--- config.mk ---
export PLATFORM = sky130hd
export DESIGN_NAME = mmu_req_dispatcher
export DESIGN_NICKNAME = d
export VERILOG_FILES = /design/src/rtl/mmu_req_dispatcher_pkg.sv /design/src/rtl/mmu_tag_pool.sv /design/src/rtl/mmu_req_dispatcher.sv
export SDC_FILE = /design/constraint.sdc
export NUM_CORES = 1
export LEC_CHECK = 0
export CORE_MARGIN = 3
export CORE_UTILIZATION = 38
export DETAILED_ROUTE_END_ITERATION = 10
export GPL_ROUTABILITY_DRIVEN = 0
export PLACE_DENSITY = 0.81
export SYNTH_ARGS = -nofsm -noshare
export SYNTH_HDL_FRONTEND = slang
export SYNTH_SLANG_ARGS = --single-unit
--- constraint.sdc ---
create_clock -name clk -period 5.15 [get_ports clk]
set_clock_uncertainty 0.05 [all_clocks]
set_input_delay 1.2875 -clock clk [delete_from_list [all_inputs] [get_ports clk]]
set_output_delay 1.2875 -clock clk [all_outputs]
set_load 0.01 [all_outputs]
--- src/rtl/mmu_req_dispatcher_pkg.sv ---
// rtl/mmu_req_dispatcher_pkg.sv - shared widths, response-source encoding and drain states
package mmu_req_dispatcher_pkg;

  localparam int REQ_ID_WIDTH        = 8;
  localparam int REQ_SIZE_TYPE_WIDTH = 8;
  localparam int ALL_PAGE_IDX_WIDTH  = 10;
  localparam int FAIL_REASON_WIDTH   = 2;

  typedef enum logic {
    SRC_ALLOC = 1'b0,
    SRC_FREE  = 1'b1
  } rsp_src_e;

  typedef enum logic {
    RSP_EMPTY = 1'b0,
    RSP_FULL  = 1'b1
  } rsp_state_e;

endpackage

--- src/rtl/mmu_tag_pool.sv ---
// rtl/mmu_tag_pool.sv - outstanding-tag bitmap with lowest-free encoder (busy map exported under MMU_DISP_ID_CHECK_EN)
module mmu_tag_pool
  import mmu_req_dispatcher_pkg::*;
#(
  parameter int N  = 16,
  parameter int LW = $clog2(N)
) (
  input  logic          clk,
  input  logic          rst,
  input  logic          alloc,
  input  logic          rel,
  input  logic [LW-1:0] rel_idx,
  output logic [LW-1:0] free_idx,
  output logic          full
`ifdef MMU_DISP_ID_CHECK_EN
  ,
  output logic [N-1:0]  busy_map
`endif
);

  logic [N-1:0] busy;

  // Lowest clear bit: scan downward so the smallest index wins last.
  always_comb begin
    free_idx = '0;
    for (int i = N - 1; i >= 0; i--) begin
      if (!busy[i]) free_idx = LW'(i);
    end
  end

  assign full = &busy;

`ifdef MMU_DISP_ID_CHECK_EN
  assign busy_map = busy;
`endif

  // Release then allocate; the allocated index comes from the pre-release map.
  always_ff @(posedge clk or posedge rst) begin
    if (rst) begin
      busy <= '0;
    end else begin
      if (rel)   busy[rel_idx]  <= 1'b0;
      if (alloc) busy[free_idx] <= 1'b1;
    end
  end

endmodule

--- src/rtl/mmu_req_dispatcher.sv ---
// rtl/mmu_req_dispatcher.sv - tags client alloc/free commands into mmu_top and returns responses (optional MMU_DISP_ID_CHECK_EN)
module mmu_req_dispatcher
  import mmu_req_dispatcher_pkg::*;
#(
  parameter int MAX_OUTSTANDING = 16,
  parameter int ID_W            = REQ_ID_WIDTH,
  parameter int CNT_W           = REQ_SIZE_TYPE_WIDTH,
  parameter int IDX_W           = ALL_PAGE_IDX_WIDTH,
  parameter int FR_W            = FAIL_REASON_WIDTH
) (
  input  logic             clk,
  input  logic             rst,
  input  logic             cmd_valid,
  output logic             cmd_ready,
  input  logic             cmd_is_free,
  input  logic [CNT_W-1:0] cmd_page_count,
  input  logic [IDX_W-1:0] cmd_page_idx,
  output logic [ID_W-1:0]  cmd_tag,
  output logic             rsp_valid,
  input  logic             rsp_ready,
  output logic             rsp_is_free,
  output logic [ID_W-1:0]  rsp_tag,
  output logic [IDX_W-1:0] rsp_page_idx,
  output logic             rsp_fail,
  output logic [FR_W-1:0]  rsp_fail_reason,
  output logic             alloc_req_submit,
  output logic [ID_W-1:0]  alloc_req_id,
  output logic [CNT_W-1:0] alloc_req_page_count,
  output logic             free_req_submit,
  output logic [ID_W-1:0]  free_req_id,
  output logic [IDX_W-1:0] free_req_page_idx,
  output logic [CNT_W-1:0] free_req_page_count,
  input  logic             alloc_req_fifo_full,
  input  logic             free_req_fifo_full,
  output logic             alloc_rsp_pop,
  output logic             free_rsp_pop,
  input  logic             alloc_rsp_fifo_not_empty,
  input  logic             free_rsp_fifo_not_empty,
  input  logic [ID_W-1:0]  alloc_rsp_id,
  input  logic [IDX_W-1:0] alloc_rsp_page_idx,
  input  logic             alloc_rsp_fail,
  input  logic [FR_W-1:0]  alloc_rsp_fail_reason,
  input  logic [ID_W-1:0]  free_rsp_id,
  input  logic             free_rsp_fail,
  input  logic [FR_W-1:0]  free_rsp_fail_reason
`ifdef MMU_DISP_ID_CHECK_EN
  ,
  output logic             err_spurious_id
`endif
);

  localparam int LW = $clog2(MAX_OUTSTANDING);

  logic          pool_full;
  logic [LW-1:0] free_idx;
  logic          accept;
  logic          sel_fifo_full;
  logic          rsp_release;

  rsp_state_e    state_q, state_d;
  rsp_src_e      last_served;
  logic          pick_free;
  logic          pop_any;
  logic          load;
  logic          id_ok;

  logic [ID_W-1:0]  head_id;
  logic [IDX_W-1:0] head_page_idx;
  logic             head_fail;
  logic [FR_W-1:0]  head_fail_reason;

`ifdef MMU_DISP_ID_CHECK_EN
  logic [MAX_OUTSTANDING-1:0] busy_map;
  logic [MAX_OUTSTANDING-1:0] busy_live;
`endif

  // Command side: zero-latency accept straight into the selected request FIFO.
  assign sel_fifo_full        = cmd_is_free ? free_req_fifo_full : alloc_req_fifo_full;
  assign cmd_ready            = !rst && !pool_full && !sel_fifo_full;
  assign accept               = cmd_valid && cmd_ready;
  assign cmd_tag              = ID_W'(free_idx);
  assign alloc_req_submit     = accept && !cmd_is_free;
  assign free_req_submit      = accept && cmd_is_free;
  assign alloc_req_id         = cmd_tag;
  assign free_req_id          = cmd_tag;
  assign alloc_req_page_count = cmd_page_count;
  assign free_req_page_count  = cmd_page_count;
  assign free_req_page_idx    = cmd_page_idx;

  assign rsp_valid   = (state_q == RSP_FULL);
  assign rsp_release = rsp_valid && rsp_ready;

  mmu_tag_pool #(
    .N  (MAX_OUTSTANDING),
    .LW (LW)
  ) u_tag_pool (
    .clk      (clk),
    .rst      (rst),
    .alloc    (accept),
    .rel      (rsp_release),
    .rel_idx  (rsp_tag[LW-1:0]),
    .free_idx (free_idx),
    .full     (pool_full)
`ifdef MMU_DISP_ID_CHECK_EN
    ,
    .busy_map (busy_map)
`endif
  );

  // Round-robin pick: on a tie serve the source opposite the last one served.
  always_comb begin
    pick_free = free_rsp_fifo_not_empty;
    if (alloc_rsp_fifo_not_empty && free_rsp_fifo_not_empty) begin
      pick_free = (last_served == SRC_ALLOC);
    end
  end

  assign head_id          = pick_free ? free_rsp_id : alloc_rsp_id;
  assign head_page_idx    = pick_free ? '0 : alloc_rsp_page_idx;
  assign head_fail        = pick_free ? free_rsp_fail : alloc_rsp_fail;
  assign head_fail_reason = pick_free ? free_rsp_fail_reason : alloc_rsp_fail_reason;

`ifdef MMU_DISP_ID_CHECK_EN
  // A tag being released this cycle no longer counts as outstanding.
  assign busy_live = busy_map & ~(rsp_release ? (MAX_OUTSTANDING'(1) << rsp_tag[LW-1:0])
                                              : '0);
  assign id_ok     = (32'(head_id) < 32'(MAX_OUTSTANDING)) && busy_live[head_id[LW-1:0]];
`else
  assign id_ok     = 1'b1;
`endif

  // Drain FSM next state and pop strobes; a full register may drain and refill together.
  always_comb begin
    state_d       = state_q;
    pop_any       = 1'b0;
    alloc_rsp_pop = 1'b0;
    free_rsp_pop  = 1'b0;
    if (!rst && (state_q == RSP_EMPTY || rsp_ready) &&
        (alloc_rsp_fifo_not_empty || free_rsp_fifo_not_empty)) begin
      pop_any       = 1'b1;
      alloc_rsp_pop = !pick_free;
      free_rsp_pop  = pick_free;
    end
    load = pop_any && id_ok;
    case (state_q)
      RSP_EMPTY: if (load) state_d = RSP_FULL;
      RSP_FULL:  if (rsp_ready && !load) state_d = RSP_EMPTY;
      default:   state_d = RSP_EMPTY;
    endcase
  end

  // Drain FSM state register.
  always_ff @(posedge clk or posedge rst) begin
    if (rst) state_q <= RSP_EMPTY;
    else     state_q <= state_d;
  end

  // Output register: capture the selected FIFO head on an accepted pop.
  always_ff @(posedge clk or posedge rst) begin
    if (rst) begin
      rsp_is_free     <= 1'b0;
      rsp_tag         <= '0;
      rsp_page_idx    <= '0;
      rsp_fail        <= 1'b0;
      rsp_fail_reason <= '0;
    end else if (load) begin
      rsp_is_free     <= pick_free;
      rsp_tag         <= head_id;
      rsp_page_idx    <= head_page_idx;
      rsp_fail        <= head_fail;
      rsp_fail_reason <= head_fail_reason;
    end
  end

  // Remember which source was popped last for the next tie-break.
  always_ff @(posedge clk or posedge rst) begin
    if (rst)          last_served <= SRC_FREE;
    else if (pop_any) last_served <= pick_free ? SRC_FREE : SRC_ALLOC;
  end

`ifdef MMU_DISP_ID_CHECK_EN
  // Sticky flag for a popped response whose tag is unknown or idle.
  always_ff @(posedge clk or posedge rst) begin
    if (rst)                  err_spurious_id <= 1'b0;
    else if (pop_any && !id_ok) err_spurious_id <= 1'b1;
  end
`endif

endmodule

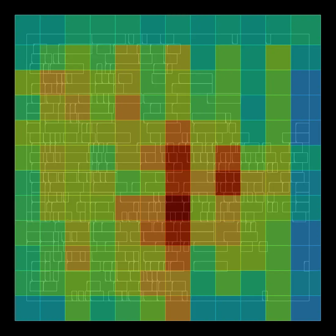
congestion_map.png
grt met3 use: 5.40%
GRT Util Overall: 15.2%
busiest grt layer: met2
grt met2 use: 26.8%

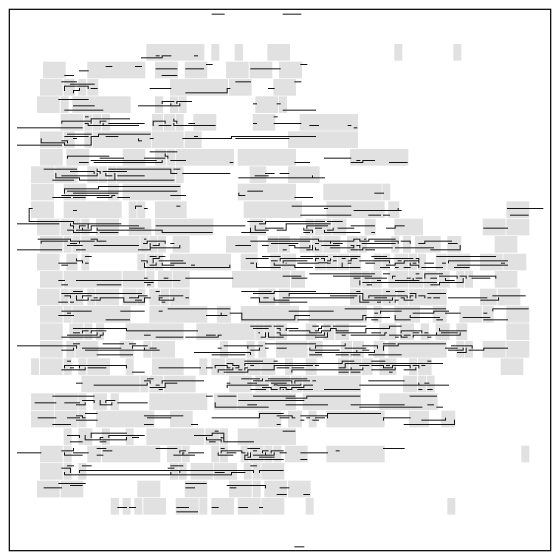
m1.png
Cells faint in the background.
The wires run mostly horizontal. The layer holds 39% of the routed length. The longest straight run is 27.1 um. The layer carries 2160 um of wire.
final WL: 5570 um
via count: 2091
met1 usage: 17.5%

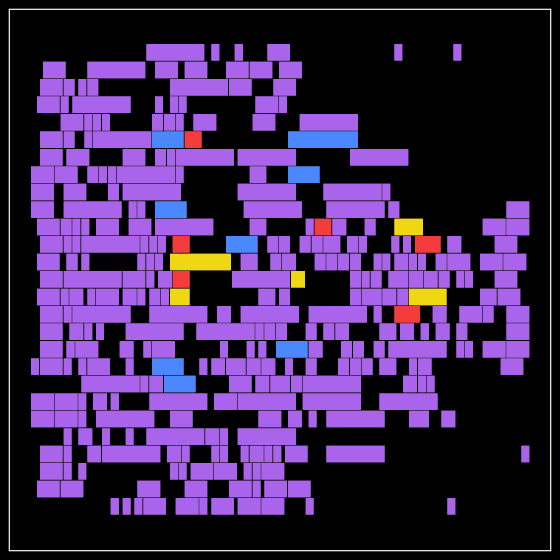
sizing.png
Red is x3 and x4, cells 6, share 1.8%, most used buf_4. Purple is x1 and smaller, cells 311, share 94%, most used clkdlybuf4s50_1. Blue is x6 and larger, cells 8, share 2.4%, most used clkbuf_8. Yellow is x2, cells 5, share 1.5%.
Non-Clock Buffer Count: 84
setup ws final: 0.534 ns

==> results.toml <==
# physical design summary
[run_status]
status = "finished clean"

[placement]
dp.cells = 394
placed_cell_area_um2 = 2910
hpwl_um = 4270

[critical_path]
crit_path_top_delay_cell = "clkdlybuf4s50_1"
critical_path.max_stage_delay_ns = 0.49
cp.depth = 7
crit_top_cell = "clkdlybuf4s50_1"
cp_max_fo = 13
cp-endpoint = "alloc_rsp_pop"
crit_path_start = "rst"
cp-end-kind = "primary output"
reg2reg_depth = 6
path_buffers = 4

[final_timing]
min_period_ns = 4.62
worst_slew_pin_slew_ns = 0.811

[synth]
ys_ff = 40
ys_sh_simple_pct = 25.5
synth_cells = 281
syn_avg_cell_area_um2 = 8.26
ys_sh_xor_pct = 0
ys_cells = 281

[pwr]
clockPowerShare_pct = 24.0
vdd_drop_max_mv = 0.185
power_uw = 1150
p_comb_uw = 430
pwr-share-comb_pct = 37.3

[drt]
top_layer = "met4"
routedWlPerCell_um = 13.9

[final_layout]
layout.area.seq_um2 = 1000
logic_gate_count = 192
layout.nets = 388

[cts]
htree_levels = 2

[global_route]
overflow = 0
antenna_found_initial = 0
grt_max_degree = 33

[floorplanning]
die_y_um = 84.1

[hold_path]
worstHoldEndpoint = "last_served$_DFFE_PP1P_"
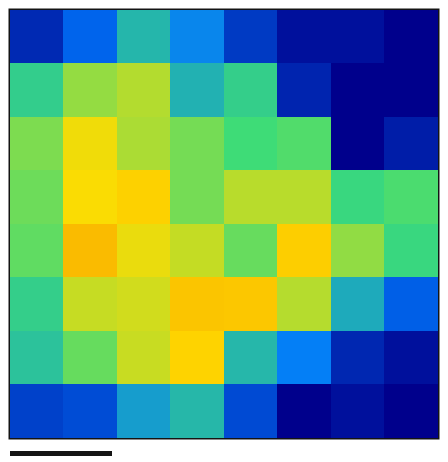
util_map.png
Bar = 20 um. 8 x 8 tiles, from dark blue (low) to red (high), 0 to 100% covered.
The mean over all tiles is 42%. 9.4% of the tiles are over 75% full. The emptiest ninth of the die: top right. The fullest tile reaches 79%.
FP Util: 40.6%
core region area: 5710 um2
final core occ: 53.2%

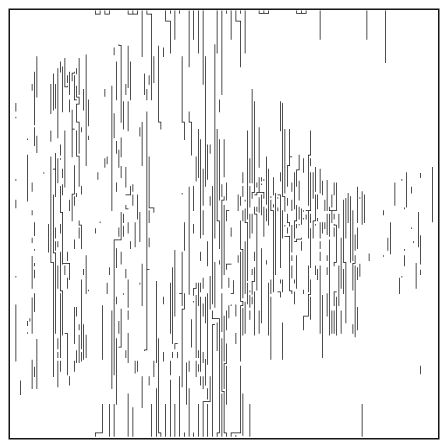
m2.png
326 nets have wire on it. The longest straight run is 46.8 um.

Power is estimated from default activity; no workload was simulated.
